$ cat src/rtl/regfile_mp_pkg.sv
// Shared defaults and helpers for the multi-port register file.
package regfile_mp_pkg;

  function automatic int clog2(input int value);
    int result;
    int v;
    result = 0;
    v = value - 1;
    while (v > 0) begin
      result = result + 1;
      v = v >> 1;
    end
    return result;
  endfunction

  localparam int RF_DW    = 32;
  localparam int RF_DEPTH = 32;
  localparam int RF_AW    = clog2(RF_DEPTH);

endpackage

$ cat src/rtl/regfile_mp_if.sv
// Decode-stage bus of the multi-port register file, flattened per port.
interface regfile_mp_if #(
  parameter int DW     = 32,
  parameter int AW     = 5,
  parameter int NUM_RD = 2,
  parameter int NUM_WR = 1
) ();

  // Strobe semantics: every *_en is a single-cycle request sampled on the rising
  // edge with its address/data; there is no back-pressure. rd_data/rd_busy update
  // one edge after an enabled read and otherwise hold.
  logic [NUM_RD-1:0]    rd_en;
  logic [NUM_RD*AW-1:0] rd_addr;
  logic [NUM_RD*DW-1:0] rd_data;
  logic [NUM_RD-1:0]    rd_busy;
  logic [NUM_WR-1:0]    wr_en;
  logic [NUM_WR*AW-1:0] wr_addr;
  logic [NUM_WR*DW-1:0] wr_data;
  logic                 issue_en;
  logic [AW-1:0]        issue_addr;

  modport master (
    output rd_en, rd_addr, wr_en, wr_addr, wr_data, issue_en, issue_addr,
    input  rd_data, rd_busy
  );

  modport slave (
    input  rd_en, rd_addr, wr_en, wr_addr, wr_data, issue_en, issue_addr,
    output rd_data, rd_busy
  );

endinterface

$ cat src/rtl/regfile_mp_wr_sel.sv
// Matches one address against all write ports; the highest-index enabled match wins.
module regfile_mp_wr_sel #(
  parameter int DW     = 32,
  parameter int AW     = 5,
  parameter int NUM_WR = 1
) (
  input  logic [AW-1:0]        addr_i,
  input  logic [NUM_WR-1:0]    wr_en_i,
  input  logic [NUM_WR*AW-1:0] wr_addr_i,
  input  logic [NUM_WR*DW-1:0] wr_data_i,
  output logic                 hit_o,
  output logic [DW-1:0]        data_o
);

  always_comb begin
    hit_o  = 1'b0;
    data_o = '0;
    // Ascending scan: a later (higher) port overwrites an earlier match.
    for (int j = 0; j < NUM_WR; j++) begin
      if (wr_en_i[j] && (wr_addr_i[j*AW +: AW] == addr_i)) begin
        hit_o  = 1'b1;
        data_o = wr_data_i[j*DW +: DW];
      end
    end
  end

endmodule

$ cat src/rtl/regfile_mp.sv
// Multi-port register file with write-first read bypass and a per-register busy scoreboard.
module regfile_mp
  import regfile_mp_pkg::*;
#(
  parameter int DW       = RF_DW,
  parameter int DEPTH    = RF_DEPTH,
  parameter int AW       = clog2(DEPTH),
  parameter int NUM_RD   = 2,
  parameter int NUM_WR   = 1,
  parameter int ZERO_REG = 1
) (
  input logic         clk,
  input logic         rst_n,
  regfile_mp_if.slave bus
);

  logic [DW-1:0]    mem_q [DEPTH];
  logic [DW-1:0]    mem_d [DEPTH];
  logic [DEPTH-1:0] busy_q;
  logic [DEPTH-1:0] busy_d;

  function automatic logic is_zero(input logic [AW-1:0] a);
    return (ZERO_REG != 0) && (a == '0);
  endfunction

  // Post-update state; issue is applied after the write clears so it wins.
  always_comb begin
    mem_d  = mem_q;
    busy_d = busy_q;
    for (int j = 0; j < NUM_WR; j++) begin
      if (bus.wr_en[j] && !is_zero(bus.wr_addr[j*AW +: AW])) begin
        mem_d[bus.wr_addr[j*AW +: AW]]  = bus.wr_data[j*DW +: DW];
        busy_d[bus.wr_addr[j*AW +: AW]] = 1'b0;
      end
    end
    if (bus.issue_en && !is_zero(bus.issue_addr)) begin
      busy_d[bus.issue_addr] = 1'b1;
    end
  end

  always_ff @(posedge clk or negedge rst_n) begin
    if (!rst_n) begin
      for (int i = 0; i < DEPTH; i++) begin
        mem_q[i] <= '0;
      end
      busy_q <= '0;
    end else begin
      mem_q  <= mem_d;
      busy_q <= busy_d;
    end
  end

  for (genvar k = 0; k < NUM_RD; k++) begin : g_rd
    logic [AW-1:0] addr;
    logic          hit;
    logic [DW-1:0] wdata;
    logic [DW-1:0] data_d;
    logic [DW-1:0] data_q;
    logic          rbusy_d;
    logic          rbusy_q;

    assign addr = bus.rd_addr[k*AW +: AW];

    regfile_mp_wr_sel #(
      .DW     (DW),
      .AW     (AW),
      .NUM_WR (NUM_WR)
    ) u_sel (
      .addr_i    (addr),
      .wr_en_i   (bus.wr_en),
      .wr_addr_i (bus.wr_addr),
      .wr_data_i (bus.wr_data),
      .hit_o     (hit),
      .data_o    (wdata)
    );

    // Register 0 must read zero even when a dropped write would bypass.
    always_comb begin
      data_d  = hit ? wdata : mem_q[addr];
      rbusy_d = busy_d[addr];
      if (is_zero(addr)) begin
        data_d  = '0;
        rbusy_d = 1'b0;
      end
    end

    always_ff @(posedge clk or negedge rst_n) begin
      if (!rst_n) begin
        data_q  <= '0;
        rbusy_q <= 1'b0;
      end else if (bus.rd_en[k]) begin
        data_q  <= data_d;
        rbusy_q <= rbusy_d;
      end
    end

    assign bus.rd_data[k*DW +: DW] = data_q;
    assign bus.rd_busy[k]          = rbusy_q;
  end

endmodule
$ cat src/flat_wrapper.sv
// flat-port wrapper written by rule: the top's interface ports become plain ports
module regfile_mp_flat import regfile_mp_pkg::*;
#(
  parameter int DW       = RF_DW,
  parameter int DEPTH    = RF_DEPTH,
  parameter int AW       = clog2(DEPTH),
  parameter int NUM_RD   = 2,
  parameter int NUM_WR   = 1,
  parameter int ZERO_REG = 1
)
  (clk, rst_n, bus_rd_en, bus_rd_addr, bus_wr_en, bus_wr_addr, bus_wr_data, bus_issue_en, bus_issue_addr, bus_rd_data, bus_rd_busy);
  regfile_mp_if #(.DW(DW), .AW(AW), .NUM_RD(NUM_RD), .NUM_WR(NUM_WR)) bus_i ();
  input logic clk;
  input logic rst_n;
  input wire logic [$bits(bus_i.rd_en)-1:0] bus_rd_en;
  input wire logic [$bits(bus_i.rd_addr)-1:0] bus_rd_addr;
  input wire logic [$bits(bus_i.wr_en)-1:0] bus_wr_en;
  input wire logic [$bits(bus_i.wr_addr)-1:0] bus_wr_addr;
  input wire logic [$bits(bus_i.wr_data)-1:0] bus_wr_data;
  input wire logic [$bits(bus_i.issue_en)-1:0] bus_issue_en;
  input wire logic [$bits(bus_i.issue_addr)-1:0] bus_issue_addr;
  output wire logic [$bits(bus_i.rd_data)-1:0] bus_rd_data;
  output wire logic [$bits(bus_i.rd_busy)-1:0] bus_rd_busy;
  assign bus_i.rd_en = bus_rd_en;
  assign bus_i.rd_addr = bus_rd_addr;
  assign bus_i.wr_en = bus_wr_en;
  assign bus_i.wr_addr = bus_wr_addr;
  assign bus_i.wr_data = bus_wr_data;
  assign bus_i.issue_en = bus_issue_en;
  assign bus_i.issue_addr = bus_issue_addr;
  assign bus_rd_data = bus_i.rd_data;
  assign bus_rd_busy = bus_i.rd_busy;
  regfile_mp #(.DW(DW), .DEPTH(DEPTH), .AW(AW), .NUM_RD(NUM_RD), .NUM_WR(NUM_WR), .ZERO_REG(ZERO_REG)) u_core (.clk(clk), .rst_n(rst_n), .bus(bus_i));
endmodule
$ cat config.mk
export PLATFORM = sky130hd
export DESIGN_NAME = regfile_mp_flat
export DESIGN_NICKNAME = d
export VERILOG_FILES = /design/src/rtl/regfile_mp_pkg.sv /design/src/rtl/regfile_mp_if.sv /design/src/rtl/regfile_mp_wr_sel.sv /design/src/rtl/regfile_mp.sv /design/src/flat_wrapper.sv
export SDC_FILE = /design/constraint.sdc
export NUM_CORES = 2
export LEC_CHECK = 0
export ABC_CLOCK_PERIOD_IN_PS = 5200
export CORE_ASPECT_RATIO = 1.25
export CORE_MARGIN = 2
export CORE_UTILIZATION = 45
export DETAILED_ROUTE_END_ITERATION = 16
export GPL_ROUTABILITY_DRIVEN = 0
export PLACE_DENSITY = 0.59
export SYNTH_ARGS = -nofsm -noshare
export SYNTH_HDL_FRONTEND = slang
export SYNTH_SLANG_ARGS = --single-unit
$ cat constraint.sdc
create_clock -name clk -period 5.2 [get_ports clk]
set_clock_uncertainty 0.2 [all_clocks]
set_input_delay 1.56 -clock clk [delete_from_list [all_inputs] [get_ports clk]]
set_output_delay 1.56 -clock clk [all_outputs]
set_load 0.03 [all_outputs]
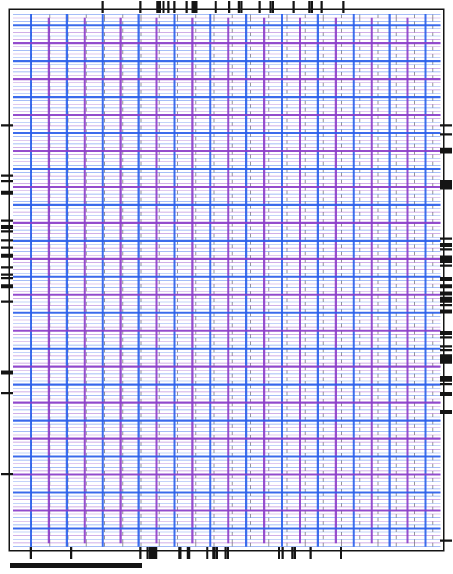
(PDN straps and rails)
The bar under the picture is 100 um long. Pins as bars on the die edge. Tap cells in grey.
VSS -> blue
VDD -> purple
met1 rails = 149
met4 straps = 23

==> results_dict.tcl <==
# metrics dict for downstream scripts
set metrics [dict create \
    detailroute.via_count 36000 \
    clk_pin_slew_worst_paths_ps 60 \
    post-place-cells 5444 \
    chipWidth_um 328 \
    cell_count_in_the_yosys_report 3870 \
    ir_drop_mv 0.292 \
    wl_met1_mm 76.3 \
    clock_power_share_pct 34.1 \
    top_cells_excl_fill_tap "1,122 x sky130_fd_sc_hd__dfrtp_1, 962 x sky130_fd_sc_hd__mux2_2, 645 x sky130_fd_sc_hd__mux4_2" \
    post-route-cell-area_um2 66500 \
    post_synth_instance_area_um2 58900 \
    fp_nets 3928 \
    grt_pass1_vias 38000 \
    layout_overhead_on_the_synthesized_area_pct 12.9 \
    combinationalPower_mw 5.61 \
    p_total_mw 26.1 \
    run_status "complete, no violations" \
    final_period_minus_worst_setup_slack_ps 3930 \
    critPathKind "in -> reg" \
    numSynthFlops 1122 \
    boundaryPins 124 \
    floorplan.die.height_um 409 \
    routed_wirelength_mm 177 \
    drive_gt1_share_pct 51.4 \
    openroad.warnings 32 \
    whs_ps 191 \
]
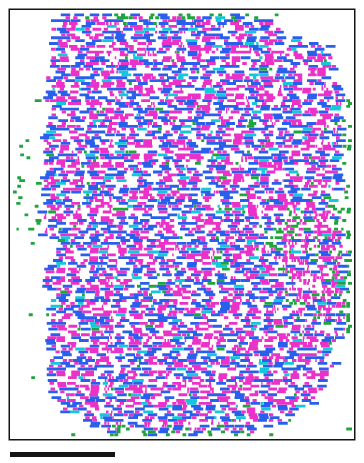
(placement by cell class)
The bar under the picture is 100 um long.
remaining logic cells -> magenta  # cells 2,307, share of their area 45%
remaining buffers and delay cells -> green  # cells 290, share of their area 4.8%
clock drivers and dummy loads -> cyan  # cells 213, share of their area 6.2%
registers -> blue  # cells 1,122, share of their area 44%

## cell usage after synthesis, types with 2 or more instances
cell                        instances
sky130_fd_sc_hd__a21oi_1          135
sky130_fd_sc_hd__a22o_1            17
sky130_fd_sc_hd__a22oi_1            2
sky130_fd_sc_hd__a32oi_1            5
sky130_fd_sc_hd__and2_1             4
sky130_fd_sc_hd__and3_1             5
sky130_fd_sc_hd__and3b_1            4
sky130_fd_sc_hd__and4bb_1           2
sky130_fd_sc_hd__buf_1             68
sky130_fd_sc_hd__buf_2             33
sky130_fd_sc_hd__buf_4             46
sky130_fd_sc_hd__buf_6             10
sky130_fd_sc_hd__clkbuf_1         284
sky130_fd_sc_hd__dfrtp_1         1122
sky130_fd_sc_hd__inv_1             70
sky130_fd_sc_hd__mux2_2           962
sky130_fd_sc_hd__mux2i_1            8
sky130_fd_sc_hd__mux4_2           645
sky130_fd_sc_hd__nand2_1          268
sky130_fd_sc_hd__nand2_2            4
sky130_fd_sc_hd__nand2b_1           4
sky130_fd_sc_hd__nand3_1            6
sky130_fd_sc_hd__nand4b_1           2
sky130_fd_sc_hd__nor2_1            19
sky130_fd_sc_hd__nor2b_1            3
sky130_fd_sc_hd__nor3_1             5
sky130_fd_sc_hd__nor3b_1            4
sky130_fd_sc_hd__nor4_1             3
sky130_fd_sc_hd__o2111ai_1          7
sky130_fd_sc_hd__o211ai_1           5
sky130_fd_sc_hd__o21ai_0           13
sky130_fd_sc_hd__o21ai_1            4
sky130_fd_sc_hd__o22ai_1           65
sky130_fd_sc_hd__or3_1              2
sky130_fd_sc_hd__xnor2_1            2
sky130_fd_sc_hd__xor2_1             8
## registers in the layout, summed over array words and instances, names as in the netlist
signal               count
u_core.mem_q          1024
u_core.g_rd.data_q      64
u_core.busy_q           32
u_core.g_rd.rbusy_q      2
